--- src/rtl/pc_pkg.sv ---
// Shared definitions for the fetch PC generator: next-PC select codes and
// default reset/trap vectors.
package pc_pkg;

  typedef enum logic [2:0] {
    SEL_SEQ,
    SEL_BR,
    SEL_PEND,
    SEL_RET,
    SEL_TRAP,
    SEL_HOLD
  } pc_sel_e;

  localparam logic [31:0] DEF_RESET_VEC = 32'h0000_0000;
  localparam logic [31:0] DEF_TRAP_VEC  = 32'h0000_0080;

endpackage

--- src/rtl/ras_stack.sv ---
// Return-address stack: circular buffer with a top pointer and a saturating
// count. A push when full silently overwrites the oldest entry.
module ras_stack #(
  parameter int WIDTH     = 32,
  parameter int RAS_DEPTH = 4
) (
  input  logic             clk,
  input  logic             rst_n,
  input  logic             push,
  input  logic             pop,
  input  logic             flush,
  input  logic [WIDTH-1:0] push_data,
  output logic [WIDTH-1:0] top,
  output logic             empty,
  output logic             full
);

  localparam int PW = (RAS_DEPTH > 1) ? $clog2(RAS_DEPTH) : 1;
  localparam int CW = $clog2(RAS_DEPTH + 1);
  localparam logic [PW-1:0] LAST = PW'(RAS_DEPTH - 1);
  localparam logic [CW-1:0] MAXC = CW'(RAS_DEPTH);

  logic [RAS_DEPTH-1:0][WIDTH-1:0] mem;
  logic [PW-1:0] tp, tp_inc, tp_dec;
  logic [CW-1:0] cnt;
  logic          do_pop;

  assign tp_inc = (tp == LAST) ? '0 : tp + PW'(1);
  assign tp_dec = (tp == '0) ? LAST : tp - PW'(1);
  assign do_pop = pop && (cnt != '0);

  always_ff @(posedge clk) begin
    if (!rst_n) begin
      tp  <= '0;
      cnt <= '0;
    end else if (flush) begin
      cnt <= '0;
    end else if (push && !do_pop) begin
      tp <= tp_inc;
      if (cnt != MAXC) cnt <= cnt + CW'(1);
    end else if (do_pop && !push) begin
      tp  <= tp_dec;
      cnt <= cnt - CW'(1);
    end
  end

  // Pop+push on a non-empty stack replaces the top in place.
  always_ff @(posedge clk) begin
    if (rst_n && !flush && push) begin
      if (do_pop) mem[tp]     <= push_data;
      else        mem[tp_inc] <= push_data;
    end
  end

  assign top   = mem[tp];
  assign empty = (cnt == '0);
  assign full  = (cnt == MAXC);

endmodule

--- src/rtl/pc_gen.sv ---
// Fetch-stage program counter: priority next-PC select over trap, stall,
// branch, pending redirect, return and sequential increment.
module pc_gen
  import pc_pkg::*;
#(
  parameter int               WIDTH     = 32,
  parameter logic [WIDTH-1:0] RESET_VEC = WIDTH'(DEF_RESET_VEC),
  parameter logic [WIDTH-1:0] TRAP_VEC  = WIDTH'(DEF_TRAP_VEC),
  parameter int               INC       = 4,
  parameter int               RAS_DEPTH = 4
) (
  input  logic             Clk,
  input  logic             Rst_n,
  input  logic             Stall,
  input  logic             Br_Taken,
  input  logic [WIDTH-1:0] Br_Target,
  input  logic             Call,
  input  logic             Ret,
  input  logic             Trap,
  output logic [WIDTH-1:0] Pc,
  output logic             Pc_Valid,
  output logic             Misalign,
  output logic             Ras_Empty,
  output logic             Ras_Full,
  output logic             Ras_Underflow
);

  localparam logic [WIDTH-1:0] INC_W = WIDTH'(INC);
  localparam logic [WIDTH-1:0] MASK  = WIDTH'(INC - 1);

  pc_sel_e          sel;
  logic [WIDTH-1:0] next_pc, pc_inc, ras_top;
  logic [WIDTH-1:0] pend_tgt;
  logic             pend_vld;
  logic             ras_push, ras_pop, ras_flush;
  logic             pend_set, pend_clr;

  assign pc_inc = Pc + INC_W;

  // The first edge out of reset only raises Pc_Valid; Pc stays at RESET_VEC.
  always_comb begin
    sel = SEL_SEQ;
    if (!Pc_Valid)                 sel = SEL_HOLD;
    else if (Trap)                 sel = SEL_TRAP;
    else if (Stall)                sel = SEL_HOLD;
    else if (Br_Taken)             sel = SEL_BR;
    else if (pend_vld)             sel = SEL_PEND;
    else if (Ret && !Ras_Empty)    sel = SEL_RET;
  end

  always_comb begin
    next_pc = pc_inc;
    case (sel)
      SEL_TRAP: next_pc = TRAP_VEC;
      SEL_HOLD: next_pc = Pc;
      SEL_BR:   next_pc = Br_Target;
      SEL_PEND: next_pc = pend_tgt;
      SEL_RET:  next_pc = ras_top;
      default:  next_pc = pc_inc;
    endcase
  end

  assign ras_push  = (sel == SEL_BR) && Call;
  assign ras_pop   = (sel == SEL_RET) || (ras_push && Ret);
  assign ras_flush = (sel == SEL_TRAP);
  assign pend_set  = Pc_Valid && !Trap && Stall && Br_Taken;
  assign pend_clr  = (sel == SEL_TRAP) || (sel == SEL_BR) || (sel == SEL_PEND);

  always_ff @(posedge Clk) begin
    if (!Rst_n) begin
      Pc            <= RESET_VEC;
      Pc_Valid      <= 1'b0;
      pend_vld      <= 1'b0;
      pend_tgt      <= '0;
      Ras_Underflow <= 1'b0;
    end else begin
      Pc            <= next_pc;
      Pc_Valid      <= 1'b1;
      // SEL_SEQ with Ret asserted only happens when the stack is empty.
      Ras_Underflow <= (sel == SEL_SEQ) && Ret;
      if (pend_set) begin
        pend_vld <= 1'b1;
        pend_tgt <= Br_Target;
      end else if (pend_clr) begin
        pend_vld <= 1'b0;
      end
    end
  end

  ras_stack #(
    .WIDTH     (WIDTH),
    .RAS_DEPTH (RAS_DEPTH)
  ) u_ras (
    .clk       (Clk),
    .rst_n     (Rst_n),
    .push      (ras_push),
    .pop       (ras_pop),
    .flush     (ras_flush),
    .push_data (pc_inc),
    .top       (ras_top),
    .empty     (Ras_Empty),
    .full      (Ras_Full)
  );

  assign Misalign = |(Pc & MASK);

endmodule

--- config.mk ---
export PLATFORM = sky130hd
export DESIGN_NAME = pc_gen
export DESIGN_NICKNAME = d
export VERILOG_FILES = /design/src/rtl/pc_pkg.sv /design/src/rtl/ras_stack.sv /design/src/rtl/pc_gen.sv
export SDC_FILE = /design/constraint.sdc
export NUM_CORES = 1
export LEC_CHECK = 0
export CORE_ASPECT_RATIO = 0.75
export CORE_UTILIZATION = 55
export CTS_BUF_LIST = sky130_fd_sc_hd__clkbuf_16
export DETAILED_ROUTE_END_ITERATION = 8
export PLACE_DENSITY = 0.8
export SLEW_MARGIN = 40
export SYNTH_ARGS = -nofsm -noshare
export SYNTH_HDL_FRONTEND = slang
export SYNTH_SLANG_ARGS = --single-unit
--- constraint.sdc ---
create_clock -name Clk -period 5.8 [get_ports Clk]
set_input_delay 1.16 -clock Clk [delete_from_list [all_inputs] [get_ports Clk]]
set_output_delay 1.16 -clock Clk [all_outputs]
set_load 0.02 [all_outputs]
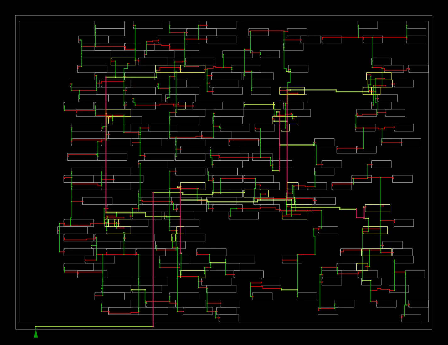
Figure 1: run 1, clock wiring as the flow saved it.
count of clock-net buffers in the final layout: 17
Flops: 200

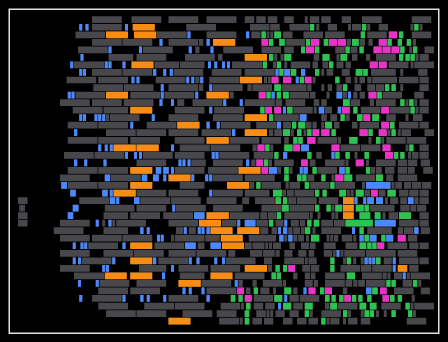
Figure 2: run 1, selected gate families.
Key: magenta = non-inverting ao/oa cells [cells 49]; blue = nor cells [cells 179, most used nor2_1, where widely spread]; orange = mux cells [cells 40, most used mux4_2]; green = aoi and oai cells [cells 168, most used a21oi_1]
post-route insts no fill: 1185
most frequent logic cell in the layout: sky130_fd_sc_hd__nor2_1

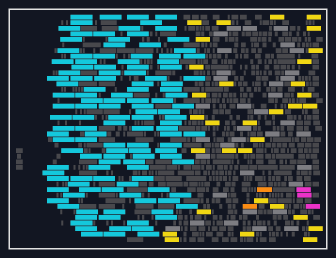
Figure 3: run 1, sequential cells coloured by netlist name.
Key: yellow = `pend_tgt` [placed flops 32]; cyan = `u_ras.mem` [placed flops 128]; magenta = `u_ras.cnt` [placed flops 3]; orange = `u_ras.tp` [placed flops 2]
Another 35 sequential cells are not coloured.
Reg area: 5290 um^2
register fraction of the total cell area: 46.8%

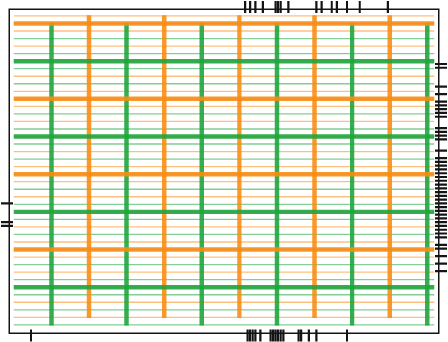
Figure 4: run 1, supply network.
Pins as bars on the die edge.
Key: orange = VDD; green = VSS
8 straps on met5. 76 signal pins sit on the boundary. 42 met1 rails follow the rows. The core has 41 rows.
Die Span X: 155 um
die y size: 116 um
IR drop worst, VDD: 0.212 mV
core outline area: 16900 um^2

==> out/metrics.json, run 1 <==
{
  "async_flop_share": {"value": 0, "unit": "%"},
  "numCtsBuffers": {"value": 17},
  "cpLargestDelayFamily": {"value": "buffers and inverters"},
  "synth.ff_latch_count": {"value": 200},
  "n_tap_cell": {"value": 215},
  "dp_hpwl": {"value": 17.8, "unit": "mm"},
  "crit_path_max_fanout": {"value": 33},
  "drive_gt1_share": {"value": 11.0, "unit": "%"},
  "part_of_the_total_power_dissipated_in_combinational_logic": {"value": 6.6, "unit": "%"},
  "drt_iter0_markers": {"value": 1303},
  "io_pins": {"value": 76},
  "nNonClkInverters": {"value": 13},
  "post_synth_most_frequent_cells": {"value": "sky130_fd_sc_hd__nor2_1 (143), sky130_fd_sc_hd__edfxtp_1 (128), sky130_fd_sc_hd__nand2_1 (83)"},
  "clk_share": {"value": 4.87, "unit": "%"},
  "postCtsResizedCells": {"value": 0},
  "power_switching_share": {"value": 23.9, "unit": "%"},
  "synthDominantAreaCellType": {"value": "sky130_fd_sc_hd__edfxtp_1"},
  "insertion_delay": {"value": 0.44, "unit": "ns"},
  "cts_root_buffer": {"value": "sky130_fd_sc_hd__clkbuf_16"},
  "grt_remaining_overflow": {"value": 0},
  "worstMarginPinSlew": {"value": 0.811, "unit": "ns"},
  "syn2layout_area_growth": {"value": 17.8, "unit": "%"},
  "antenna_left": {"value": 0},
  "worst_r2r_path_depth": {"value": 6},
  "dominant_cells": {"value": "registers"},
  "synth_xor_xnor_area_share": {"value": 1.28, "unit": "%"},
  "signal_buffers": {"value": 100},
  "stage_log_warnings": {"value": 30},
  "synth_area_per_cell": {"value": 10.6, "unit": "um^2"},
  "netlist_instances": {"value": 906},
  "route.detailed.vias_per_inst": {"value": 6.65},
  "timing.critical_path.mode_cell": {"value": "sky130_fd_sc_hd__buf_4"},
  "edf_count": {"value": 128},
  "drc": {"value": 0},
  "layout.cells.most_common_list": {"value": "sky130_fd_sc_hd__nor2_1 (139), sky130_fd_sc_hd__edfxtp_1 (128), sky130_fd_sc_hd__nand2_1 (83)"},
  "synth.area.top_cells": {"value": "sky130_fd_sc_hd__edfxtp_1 (40%), sky130_fd_sc_hd__dfxtp_1 (15%), sky130_fd_sc_hd__mux4_2 (7.5%)"},
  "outcome": {"value": "complete, no violations"},
  "placement.io_buffers": {"value": 75},
  "worstReg2RegStart": {"value": "Pc[2]"},
  "worstPathCellList": {"value": "clkdlybuf4s50_1, nor4bb_4, buf_4, nand2_1, o32ai_4, mux2i_4, buf_4, nor2_4, buf_16"}
}
Figure 5. A small window of the routed layout (run 1).
Window x 14 to 64, y 62 to 112 um. Cells in grey, sequential cells in the stronger grey; small squares are vias.
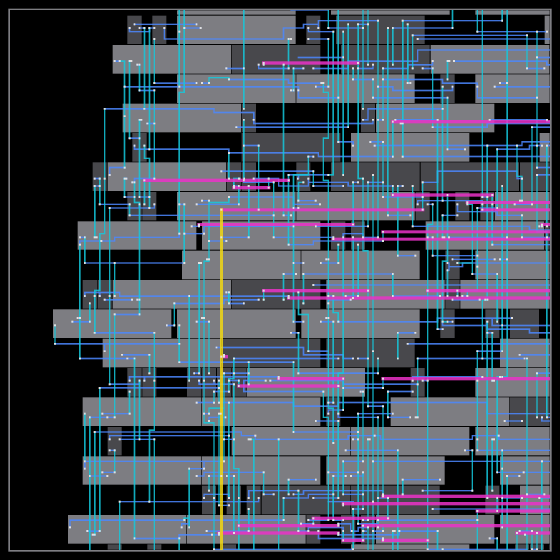

--- run 2 (diff from run 1) ---
Clock period 5.8 ns to 4.3 ns, I/O delays scaled along.
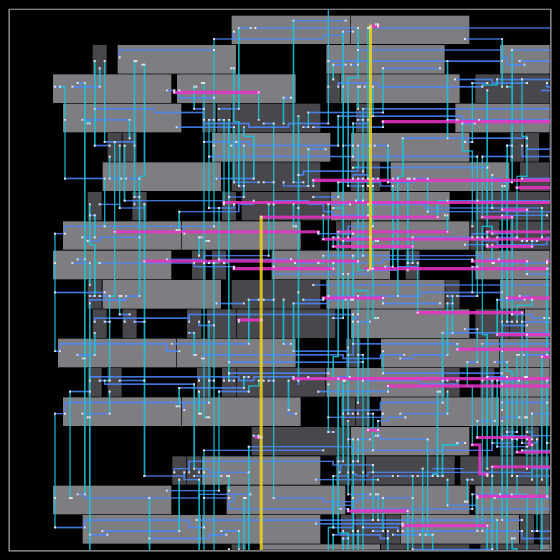
Figure 6: run 2, a small window of the routed layout.
Window x 14 to 64, y 62 to 112 um. Cells in grey, sequential cells in the stronger grey; small squares are vias.
Key: blue = metal 1; cyan = metal 2; yellow = metal 4; magenta = metal 3
97 logic cells have their middle in the window. Sequential cells in the window: 39. Netlist names of flops here include `u_ras.mem` (39). Most frequent: nor2_1 (43), edfxtp_1 (39), mux4_2 (8).

==> out/metrics.json, run 2 <==
{
  "outcome": {"value": "finished with violations", "change": "was complete, no violations"},
  "failed_checks": {"value": "DRC"},
  "synth_xor_xnor_area_share": {"value": 1.28, "unit": "%", "change": "unchanged"},
  "post_synth_most_frequent_cells": {"value": "sky130_fd_sc_hd__nor2_1 (143), sky130_fd_sc_hd__edfxtp_1 (128), sky130_fd_sc_hd__nand2_1 (83)", "change": "unchanged"},
  "n_clock_buffer": {"value": 17, "change": "unchanged"},
  "drc": {"value": 1, "change": "was 0"},
  "signal_buffers": {"value": 106, "change": "was 100"},
  "drt_iter0_markers": {"value": 1364, "change": "was 1303"},
  "cpLargestDelayFamily": {"value": "simple AND/OR/NAND/NOR gates", "change": "was buffers and inverters"},
  "placement.io_buffers": {"value": 75, "change": "unchanged"},
  "register_area": {"value": 5290, "unit": "um^2", "change": "unchanged"},
  "edf_count": {"value": 128, "change": "unchanged"},
  "route.detailed.vias_per_inst": {"value": 6.62, "change": "was 6.65"},
  "clk_share": {"value": 4.91, "unit": "%", "change": "was 4.87%"},
  "stdcell_count": {"value": 1192, "change": "was 1185"},
  "crit_path_max_fanout": {"value": 17, "change": "was 33"},
  "insertion_delay": {"value": 0.44, "unit": "ns", "change": "about the same"},
  "cts_root_buffer": {"value": "sky130_fd_sc_hd__clkbuf_16", "change": "unchanged"},
  "synth.ff_latch_count": {"value": 200, "change": "unchanged"},
  "syn2layout_area_growth": {"value": 18.1, "unit": "%", "change": "was 17.8%"},
  "synth_area_per_cell": {"value": 10.6, "unit": "um^2", "change": "unchanged"},
  "nNonClkInverters": {"value": 13, "change": "unchanged"},
  "drive_gt1_share": {"value": 11.6, "unit": "%", "change": "was 11.0%"},
  "synthDominantAreaCellType": {"value": "sky130_fd_sc_hd__edfxtp_1", "change": "unchanged"},
  "dp_hpwl": {"value": 17.6, "unit": "mm", "change": "was 17.8 mm"},
  "grt_remaining_overflow": {"value": 0, "change": "unchanged"}
}
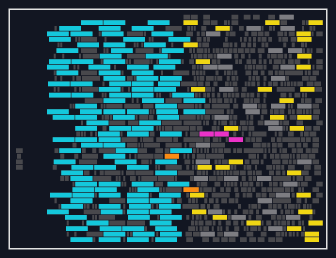
Figure 7: run 2, sequential cells coloured by netlist name.
Key: cyan = `u_ras.mem` [placed flops 128]; orange = `u_ras.tp` [placed flops 2]; magenta = `u_ras.cnt` [placed flops 3]; yellow = `pend_tgt` [placed flops 32]
Another 35 sequential cells are not coloured.
register fraction of the total cell area: 46.6%
flip-flop and latch power: 2060 uW

Power figures rest on the tool's default switching activity, not on a simulated workload.
